### Signal wires on met1, run 1

Supply wires on this layer in grey.
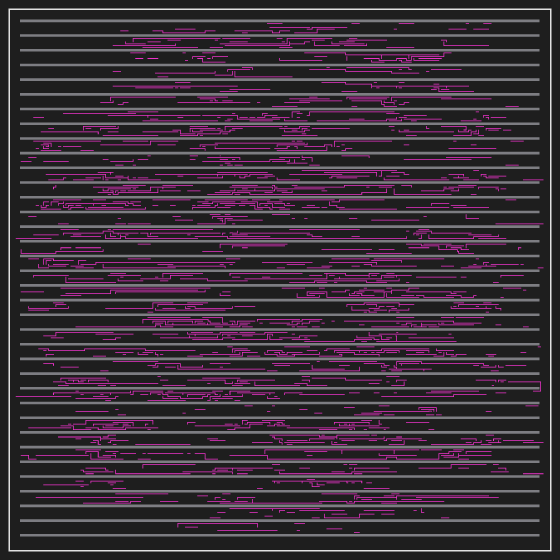
### Register map, names as in the netlist, run 1

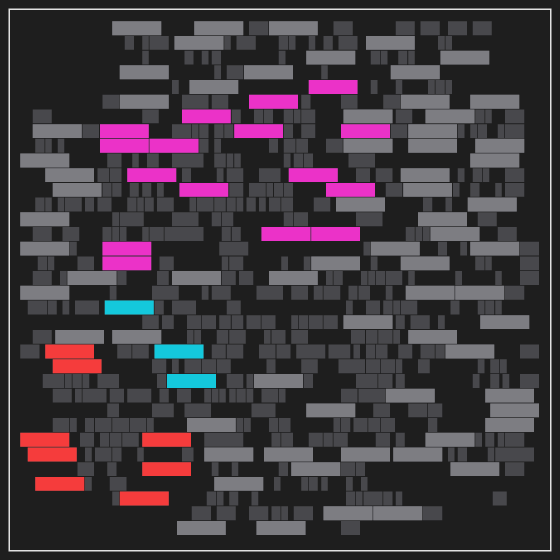
### Gate-type map, run 1

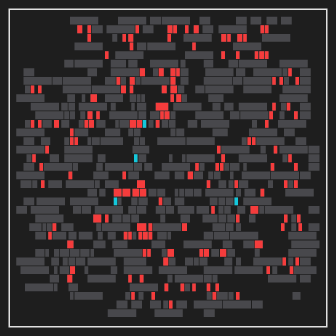
$ cat src/rtl/glitch_capture.sv
// glitch_capture: issues a trigger pulse to the glitch generator, then times the returning glitch
// (delay from trigger release and high width, in CLK cycles). Optional macro: GLITCH_CAPTURE_MULTI_EN.
module glitch_capture #(
    parameter int unsigned CNT_W    = 16,
    parameter int unsigned TRIG_LEN = 4,
    parameter int unsigned TIMEOUT  = 60000
) (
    input  logic             CLK,
    input  logic             RST_N,
    input  logic             start,
    input  logic             glitch_in,
    output logic             trig_out,
    output logic             busy,
    output logic             result_valid,
    output logic             timeout,
    output logic [CNT_W-1:0] delay_cnt,
    output logic [CNT_W-1:0] width_cnt
`ifdef GLITCH_CAPTURE_MULTI_EN
    ,
    output logic [7:0]       pulse_cnt
`endif
);

    localparam logic [7:0]       TRIG_LAST = 8'(TRIG_LEN - 1);
    localparam logic [CNT_W-1:0] TO_LAST   = CNT_W'(TIMEOUT - 1);
    localparam logic [CNT_W-1:0] TO_FULL   = CNT_W'(TIMEOUT);

    typedef enum logic [2:0] {
        S_IDLE,
        S_TRIG,
        S_WAIT,
        S_MEAS,
        S_DONE
`ifdef GLITCH_CAPTURE_MULTI_EN
        ,
        S_WIN
`endif
    } state_t;

    state_t           state_q, state_d;
    logic             gs_meta_q, gs_q, gs_prev_q;
    logic             gs_rise;
    logic [7:0]       trg_q, trg_d;
    logic [CNT_W-1:0] dly_q, dly_d;
    logic [CNT_W-1:0] lat_dly_q, lat_dly_d;
    logic [CNT_W-1:0] wid_q, wid_d;
    logic [CNT_W-1:0] delay_cnt_q, delay_cnt_d;
    logic [CNT_W-1:0] width_cnt_q, width_cnt_d;
    logic             timeout_q, timeout_d;
    logic             load_meas;
`ifdef GLITCH_CAPTURE_MULTI_EN
    logic [7:0]       pc_q, pc_d;
    logic [7:0]       pulse_cnt_q, pulse_cnt_d;
`endif

    // gs_prev_q tracks gs continuously, so a line already high on WAIT entry is not a rise
    assign gs_rise = gs_q & ~gs_prev_q;

    always_comb begin
        state_d     = state_q;
        trg_d       = trg_q;
        dly_d       = dly_q;
        lat_dly_d   = lat_dly_q;
        wid_d       = wid_q;
        delay_cnt_d = delay_cnt_q;
        width_cnt_d = width_cnt_q;
        timeout_d   = timeout_q;
        load_meas   = 1'b0;
`ifdef GLITCH_CAPTURE_MULTI_EN
        pc_d        = pc_q;
        pulse_cnt_d = pulse_cnt_q;
`endif

        case (state_q)
            S_IDLE: begin
                if (start) begin
                    state_d   = S_TRIG;
                    trg_d     = '0;
                    dly_d     = '0;
                    lat_dly_d = '0;
                    wid_d     = '0;
`ifdef GLITCH_CAPTURE_MULTI_EN
                    pc_d      = '0;
`endif
                end
            end

            S_TRIG: begin
                if (trg_q == TRIG_LAST) begin
                    state_d = S_WAIT;
                end else begin
                    trg_d = trg_q + 8'd1;
                end
            end

            S_WAIT: begin
                dly_d = dly_q + 1'b1;
                if (gs_rise) begin
                    state_d   = S_MEAS;
                    lat_dly_d = dly_q;
                    wid_d     = CNT_W'(1);
`ifdef GLITCH_CAPTURE_MULTI_EN
                    pc_d      = 8'd1;
`endif
                end else if (dly_q >= TO_LAST) begin
                    state_d     = S_DONE;
                    timeout_d   = 1'b1;
                    delay_cnt_d = TO_FULL;
                    width_cnt_d = '0;
`ifdef GLITCH_CAPTURE_MULTI_EN
                    pulse_cnt_d = '0;
`endif
                end
            end

            S_MEAS: begin
`ifdef GLITCH_CAPTURE_MULTI_EN
                // elapsed time since trigger release keeps running to close the window
                if (dly_q < TO_FULL) begin
                    dly_d = dly_q + 1'b1;
                end
`endif
                if (gs_q) begin
                    if (wid_q != '1) begin
                        wid_d = wid_q + 1'b1;
                    end
                end else begin
`ifdef GLITCH_CAPTURE_MULTI_EN
                    if (dly_q >= TO_LAST) begin
                        state_d   = S_DONE;
                        load_meas = 1'b1;
                    end else begin
                        state_d = S_WIN;
                    end
`else
                    state_d   = S_DONE;
                    load_meas = 1'b1;
`endif
                end
            end

`ifdef GLITCH_CAPTURE_MULTI_EN
            S_WIN: begin
                if (dly_q < TO_FULL) begin
                    dly_d = dly_q + 1'b1;
                end
                if (gs_rise && (pc_q != 8'hFF)) begin
                    pc_d = pc_q + 8'd1;
                end
                if (dly_q >= TO_LAST) begin
                    state_d   = S_DONE;
                    load_meas = 1'b1;
                end
            end
`endif

            S_DONE: begin
                state_d = S_IDLE;
            end

            default: begin
                state_d = S_IDLE;
            end
        endcase

        if (load_meas) begin
            timeout_d   = 1'b0;
            delay_cnt_d = lat_dly_q;
            width_cnt_d = wid_q;
`ifdef GLITCH_CAPTURE_MULTI_EN
            pulse_cnt_d = pc_d;
`endif
        end
    end

    always_ff @(posedge CLK or negedge RST_N) begin
        if (!RST_N) begin
            state_q     <= S_IDLE;
            gs_meta_q   <= 1'b0;
            gs_q        <= 1'b0;
            gs_prev_q   <= 1'b0;
            trg_q       <= '0;
            dly_q       <= '0;
            lat_dly_q   <= '0;
            wid_q       <= '0;
            delay_cnt_q <= '0;
            width_cnt_q <= '0;
            timeout_q   <= 1'b0;
`ifdef GLITCH_CAPTURE_MULTI_EN
            pc_q        <= '0;
            pulse_cnt_q <= '0;
`endif
        end else begin
            state_q     <= state_d;
            gs_meta_q   <= glitch_in;
            gs_q        <= gs_meta_q;
            gs_prev_q   <= gs_q;
            trg_q       <= trg_d;
            dly_q       <= dly_d;
            lat_dly_q   <= lat_dly_d;
            wid_q       <= wid_d;
            delay_cnt_q <= delay_cnt_d;
            width_cnt_q <= width_cnt_d;
            timeout_q   <= timeout_d;
`ifdef GLITCH_CAPTURE_MULTI_EN
            pc_q        <= pc_d;
            pulse_cnt_q <= pulse_cnt_d;
`endif
        end
    end

    // decoded straight from the state register so reset drops trig_out without a clock
    assign trig_out     = (state_q == S_TRIG);
    assign busy         = (state_q != S_IDLE);
    assign result_valid = (state_q == S_DONE);
    assign timeout      = timeout_q;
    assign delay_cnt    = delay_cnt_q;
    assign width_cnt    = width_cnt_q;
`ifdef GLITCH_CAPTURE_MULTI_EN
    assign pulse_cnt    = pulse_cnt_q;
`endif

endmodule

$ cat config.mk
export PLATFORM = sky130hd
export DESIGN_NAME = glitch_capture
export DESIGN_NICKNAME = d
export VERILOG_FILES = /design/src/rtl/glitch_capture.sv
export SDC_FILE = /design/constraint.sdc
export NUM_CORES = 1
export LEC_CHECK = 0
export CAP_MARGIN = 20
export CORE_MARGIN = 1.5
export CORE_UTILIZATION = 46
export DETAILED_ROUTE_END_ITERATION = 7
export PLACE_DENSITY = 0.62
export REMOVE_ABC_BUFFERS = 1
export SLEW_MARGIN = 20
export SYNTH_ARGS = -nofsm -noshare
export SYNTH_HDL_FRONTEND = slang
export SYNTH_SLANG_ARGS = --single-unit
$ cat constraint.sdc
create_clock -name CLK -period 2.7 [get_ports CLK]
set_clock_uncertainty 0.1 [all_clocks]
set_input_delay 0.54 -clock CLK [delete_from_list [all_inputs] [get_ports CLK]]
set_output_delay 0.54 -clock CLK [all_outputs]
set_load 0.03 [all_outputs]
==> run summary, run 1 <==
fresh numbers from the pnr run: initial antenna violation count 0, hold_buf cts 0, core area 9153 um^2, Worst setup SP type flop, Slew HR 63.73%, GRT Util Overall 19.69%, Area after DPL 4913 um^2, fin cells 603, Site Rows 35, Synth flops 95, post-route cell area 5101 um^2, synthesis-to-layout area growth 18.04%, Post-DRT Antenna Nets 0, # Cells Yosys 442, vias 3362, Worst Tran Pin Value 0.5441 ns, vias in the first global route 3106, PostCTS Resize Cnt 0, Synthesis Warnings 0, PnR worst setup slack 0.1327 ns, Critical Path AT 1.93 ns, post-layout min period 2.567 ns, flop2flop setup slack 0.31 ns, Peak Freq 0.3895 GHz, Power Dens Cells 797.9 nW/um^2, cycle use final 95.09%, antenna diode count 0, largest net degree at the start of global routing 56, DP HPWL 6088 um, Post-synth EDFFs 0, Die Y 99.93 um, first drt pass iteration count 4, Nets 494, Yosys cell types 54, Post-Synthesis Mean Instance Area 9.777 um^2, Worst setup startpoint state_q[0]$_DFFE_PN0P_, Max VDD drop 0.0004290 V, GR Overflow Total 0, clock sink count 95, Clock Tree Buf Depth 2, Detailed Route WL 9119 um, Worst R2R Start dly_q[0]$_DFFE_PN0P_, Die W 99.93 um, status complete, no violations, leak pwr 2.247 nW, Worst Setup End Kind output pin, fin. max-slew vios 0, fp util 47.22%, CP Max Fanout 14, GR peak layer met1, Post-synth ARST share 100.0%, met1 usage 29.45%, TritonCTS buffer count 9, vias per cell 5.575, CTS tree built, logic area 1822 um^2, Latency at later pin 0.36 ns, Setup CP Type reg -> out, worst hold path type in -> async, final hold vios 0, Wirelength per Cell 15.12 um, Post CTS Setup Buffer Count 0, Fin Setup TNS 0 ns, die area 9985 um^2, DR iter-0 viols 164, layout cells sized above 1 8.943%, Yosys Chip Area 4322 um^2, crit path DRT 2.06 ns, Seq share, synth 55.01%, Top cell excl fill/tap nand2_1, RePlAce Congestion 0.8774, Place WS 0.2158 ns, most frequent logic cells in the routed design 98 x nand2_1, 95 x dfrtp_1, 38 x a21oi_1, # fillers 825, GR Util met3 3.064%, DRC violation count after routing 0, Root Buffer clkbuf_8, total tool warning count 25, Clock transition at path regs 0.10 ns, RSZ-0062 raised after global routing false, placed cell count 587, Post-Syn Area 4322 um^2, I/O pins 40, ys flop type dfrtp_1, first-pass GRT wire length 15570 um, Flop area 2377 um^2, cells after synthesis 442
Notes on 'Signal wires on met1' above:
main direction: horizontal
longest straight run: 33.1 um
wire length on this layer: 4680 um
share of all routed wire: 51%

Notes on 'Register map, names as in the netlist' above:
legend:
  `dly_q`:
    colour: magenta
    sequential_cells: 16
  `trg_q`:
    colour: red
    sequential_cells: 8
    where: bottom left
  `state_q`:
    colour: cyan
    sequential_cells: 3
not coloured: 68

Notes on 'Gate-type map' above:
legend:
  inv cells:
    colour: cyan
    cells: 4
    where: middle
  nand cells:
    colour: red
    cells: 141
    where: spread over the die

==> run 1: flip-flops by register name (all words and copies together), names as in the netlist <==
signal and count:
gs_prev_q 1, trg_q 8, dly_q 16, gs_q 1
width_cnt 16, wid_q 16, state_q 3, gs_meta_q 1
delay_cnt 16, lat_dly_q 16, timeout 1
==> run 1: metrics by stage <==
| stage | hold slack [ns] | power [mW] | util, % |
|---|---|---|---|
| global route | 0.07638 | 4.319 | 55.73 |
| CTS | 0.06232 | 4.115 | 55.71 |
| detailed placement | 0.2371 | 3.210 | 53.68 |
| global placement | 0.2336 | 3.191 | 53.68 |
| finish | 0.04857 | 4.070 | 55.73 |
| floorplan | 0.1444 | 2.598 | - |
==> run 1: cell usage after synthesis, types with 2 or more instances <==
cell / number / area share, %
a31oi_1: 4 / 0.58
o21a_1: 4 / 0.69
a211o_1: 3 / 0.61
nand2b_1: 2 / 0.29
ha_1: 3 / 0.87
nor4b_1: 3 / 0.61
a31o_1: 4 / 0.81
or3_1: 2 / 0.29
and4_1: 3 / 0.61
clkbuf_1: 12 / 1.0
nand2_1: 98 / 8.5
o21ai_1: 15 / 1.7
buf_2: 7 / 0.81
o31ai_1: 7 / 1.2
and2_1: 4 / 0.58
a211oi_1: 3 / 0.52
nand3_1: 27 / 3.1
o21ai_0: 7 / 0.81
a21bo_1: 2 / 0.46
xnor2_1: 2 / 0.41
or4_1: 4 / 0.69
dfrtp_1: 95 / 55
nor4_1: 2 / 0.29
a22o_1: 16 / 3.2
xor2_1: 5 / 1.0
nor3b_2: 2 / 0.58
buf_4: 2 / 0.35
nor2_1: 22 / 1.9
and3_1: 4 / 0.58
nor3_1: 4 / 0.46
inv_1: 4 / 0.35
nand3b_1: 6 / 1.0
a21oi_1: 38 / 4.4
nand4_1: 6 / 0.87
==> run 1: kinds of logic after synthesis <==
group	synth area share, %
flip-flops	55.01
adder cells (fa/ha/maj)	0.8687
XOR/XNOR	1.419
AND/OR/NAND/NOR	22.15
AND-OR/OR-AND	17.17
buffers and inverters	2.895
multiplexers	0.4922
==> run 1: final cells by class <==
| type | count | share of cell area (%) |
|---|---|---|
| sequential | 95 | 46.60 |
| multi-input combinational | 320 | 35.71 |
| timing repair buffer | 57 | 11.04 |
| tap | 111 | 2.723 |
| clock buffer | 9 | 2.428 |
| clock inverter | 7 | 1.202 |
| inverter | 4 | 0.2943 |
==> run 1: worst paths after layout <==
check,end,cells after the start
min in group CLK,gs_q$_DFF_PN0_,0
worst max register to register,width_cnt[1]$_DFFE_PN0P_,7
worst min register to register,gs_q$_DFF_PN0_,0
worst min-delay path,wid_q[10]$_DFFE_PN0P_,1
worst max-delay path,trig_out,2
max in group asynchronous,wid_q[4]$_DFFE_PN0P_,2
==> run 1: layer usage <==
layer	vias up	wire length, um
li1	1674	-
met1	1615	4680
met2	59	3976
met3	14	243
met4	0	218
met5	-	0
==> run 1: critical path, cell delays in order, from the launching register on <==
cell,delay [ns]
dfrtp_1,0.60
nor3b_2,0.28
clkdlybuf4s50_1,0.70
==> run 1: report_power, final <==
group	internal [mW]	switching, mW	total [mW]
clock network	0.355	0.544	0.899
registers	1.61	0.196	1.81
logic	0.539	0.825	1.36
### PDN straps and rails, run 1

Pins as bars on the die edge.
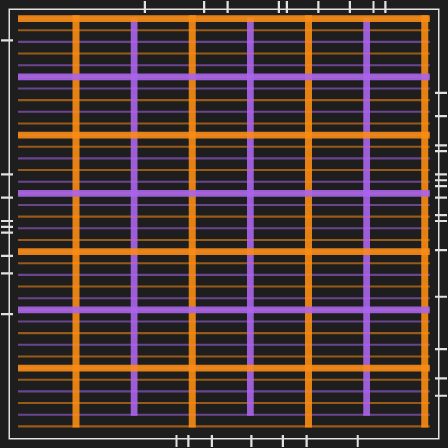

==> run 2: changes to the inputs <==
Settings changed: REMOVE_ABC_BUFFERS 1 to not set, SLEW_MARGIN 20 to not set.
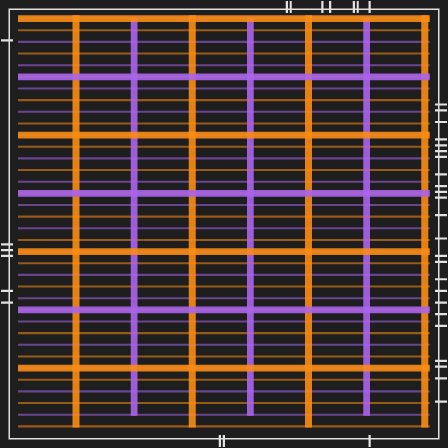
*PDN straps and rails, run 2*
Pins as bars on the die edge.
legend:
  VSS:
    colour: orange
  VDD:
    colour: purple
signal pins: 40
rows: 35
met1 rails: 36

==> run 2 against run 1 <==
  * Worst setup slack got worse by 0.00091 ns
  * Register-to-register slack improved by 0.02 ns
  * Largest power group unchanged
  * Non-clock buffer count decreased by 1
  * Global-route usage increased by 0.56 points
  * Via count increased by 0.51%
  * Synthesized cell count unchanged
  * Sequential power about the same
==> run summary, run 2 <==
fresh numbers from the pnr run: status complete, no violations (unchanged), first-pass GRT wire length 16080 um (was 15570 um), largest net degree at the start of global routing 70 (was 56), initial antenna violation count 0 (unchanged), Power Dens Cells 797.4 nW/um^2 (was 797.9 nW/um^2), crit-path leading delay family buffers and inverters (unchanged), critical path, cell by cell nor3b_2 > clkdlybuf4s50_1 (unchanged), vias 3379 (was 3362), Slew HR 63.84% (was 63.73%), synthesis-to-layout area growth 17.60% (was 18.04%), first drt pass iteration count 4 (unchanged), cycle use final 95.12% (was 95.09%), Worst Hold Depth 0, Worst path slowest cell clkdlybuf4s50_1 (unchanged), Latency at later pin 0.37 ns (was 0.36 ns), Peak Freq 0.3894 GHz (was 0.3895 GHz), leak pwr 2.239 nW (was 2.247 nW), vias per cell 5.613 (was 5.575), fin. max-slew vios 0 (unchanged), Seq share, synth 55.01% (unchanged), CTS tree built (unchanged), most instantiated library cell after synthesis nand2_1 (unchanged), Crit Reg-Reg Endpoint wid_q[9]$_DFFE_PN0P_ (was width_cnt[1]$_DFFE_PN0P_), Die W 99.93 um (unchanged), die area 9985 um^2 (unchanged), Clock Tree Buf Depth 2 (unchanged), Nets 493 (was 494), worst hold path type reg -> reg (was in -> async), # Cells Yosys 442 (unchanged), layout cells sized above 1 8.554% (was 8.943%), Fin Setup TNS 0 ns (unchanged), DR iter-0 viols 185 (was 164), Main area contributors dfrtp_1 55%, nand2_1 8.5%, a21oi_1 4.4%, a22o_1 3.2%, nand3_1 3.1% (unchanged), post-layout min period 2.568 ns (was 2.567 ns), most frequent logic cells in the routed design 98 x nand2_1, 95 x dfrtp_1, 38 x a21oi_1 (unchanged), Post-Syn Area 4322 um^2 (unchanged), total tool warning count 26 (was 25), CP Max Fanout 14 (unchanged), Synth flops 95 (unchanged), placed cell count 585 (was 587), core area 9153 um^2 (unchanged), Setup CP Type reg -> out (unchanged), I/O pins 40 (unchanged), ys flop type dfrtp_1 (unchanged), Max VDD drop 0.0004474 V (was 0.0004290 V), top cells by count 98 x nand2_1, 95 x dfrtp_1, 38 x a21oi_1, 27 x nand3_1, 22 x nor2_1 (unchanged), Clock transition at path regs 0.10 ns (about the same), fin cells 602 (was 603), CP max stage delay 0.70 ns (about the same), GRT Util Overall 20.25% (was 19.69%), Worst Hold Path EP gs_q$_DFF_PN0_, clock sink count 95 (unchanged), DP HPWL 6088 um (about the same), Worst R2R Path Depth 6 (was 7), Post-synth EDFFs 0 (unchanged), fp util 47.22% (unchanged), Die Y 99.93 um (unchanged), Worst setup SP type flop (unchanged), Yosys cell types 54 (unchanged), vias in the first global route 3184 (was 3106), Top cell excl fill/tap nand2_1 (unchanged), Worst Tran Pin Value 0.5400 ns (was 0.5441 ns), Area after DPL 4873 um^2 (was 4913 um^2), post-route cell area 5082 um^2 (was 5101 um^2), post-synth top area cell dfrtp_1 (unchanged), Post-DRT Antenna Nets 0 (unchanged), flop2flop setup slack 0.33 ns (was 0.31 ns), GR Overflow Total 0 (unchanged), RSZ-0062 raised after global routing false (unchanged), Post-synth ARST share 100.0% (unchanged), Area leader share 55.01% (unchanged), cells after synthesis 442 (unchanged), Worst Setup End Kind output pin (unchanged), Root Buffer clkbuf_8 (unchanged), PortBufs 39 (unchanged), Wirelength per Cell 15.06 um (was 15.12 um), crit path DRT 2.06 ns (about the same), Post-Synthesis Mean Instance Area 9.777 um^2 (unchanged), Place WS 0.2342 ns (was 0.2158 ns), CP Buf/Inv Count 1 (unchanged), Synthesis Warnings 0 (unchanged)
## run 2: cell count changes in the layout (fill, tap and decap cells not counted)
cell           change
clkinv_2           -1
inv_6              -1
dlygate4sd3_1      +1
clkinv_8           +1
buf_12             -2
clkinv_4           +1
## run 2: layer usage
layer	track usage, %	part of all wire (%)	up-vias	wire (um)
met5	0	0	-	0
met1	31.14	51	1624	4651
met2	28.73	43	74	3934
li1	-	-	1674	-
met4	7.909	1.0	0	91
met3	3.064	4.3	7	391
## run 2: kinds of logic (layout without fill, tap and decap cells)
logic type,count (synthesis),in the layout,share of synthesized area (%)
and+or+nand+nor,196,196,22.15
AOI/OAI and AO/OA,112,112,17.17
DFF,95,95,55.01
buffers and inverters,27,76,2.895
xor gates and xnor gates,7,7,1.419
adders and majority gates,3,3,0.8687
muxes,2,2,0.4922
## run 2: through the flow
stage	hold slack (ns)	power, mW	util, %
2_1_floorplan	0.1444	2.649	-
3_3_place_gp	0.2343	3.161	53.25
3_5_place_dp	0.2358	3.180	53.25
4_1_cts	0.2593	4.101	55.50
5_1_grt	0.2718	4.313	55.53
6_report	0.2548	4.052	55.53
## run 2: worst max-delay path by stage
stage	from	end	slack, ns	cells after the start
CTS	state_q[1]$_DFFE_PN0P_	result_valid	0.11	3
finish	state_q[0]$_DFFE_PN0P_	trig_out	0.13	2
detailed placement	start	wid_q[8]$_DFFE_PN0P_	0.23	5
floorplan	state_q[1]$_DFFE_PN0P_	trg_q[0]$_DFFE_PN0P_	0.57	5
global placement	start	wid_q[8]$_DFFE_PN0P_	0.26	5
global route	state_q[1]$_DFFE_PN0P_	busy	0.07	2
## run 2: power breakdown
part | leakage (nW) | internal, mW | switching (mW)
Combinational | 0.838 | 0.521 | 0.804
Sequential | 1.30 | 1.61 | 0.200
Clock | 0.0966 | 0.362 | 0.555
## run 2: final cells by class
type / count / area, um^2 / share of cell area (%)
Sequential cell: 95 / 2377 / 46.78
Clock inverter: 7 / 72.57 / 1.428
Multi-Input combinational cell: 320 / 1822 / 35.84
Timing Repair Buffer: 56 / 533.0 / 10.49
Inverter: 4 / 15.01 / 0.2954
Tap cell: 111 / 138.9 / 2.733
Clock buffer: 9 / 123.9 / 2.437
## run 2: repair_timing
action / 4_1_cts / 5_1_grt
hold buffers: 1 / 0
endpoints found under the setup margin: 0 / 1
endpoints found under the hold margin: 21 / 0
gates resized: 0 / 1
No activity file was given, so power comes from the tool's default toggle rates.
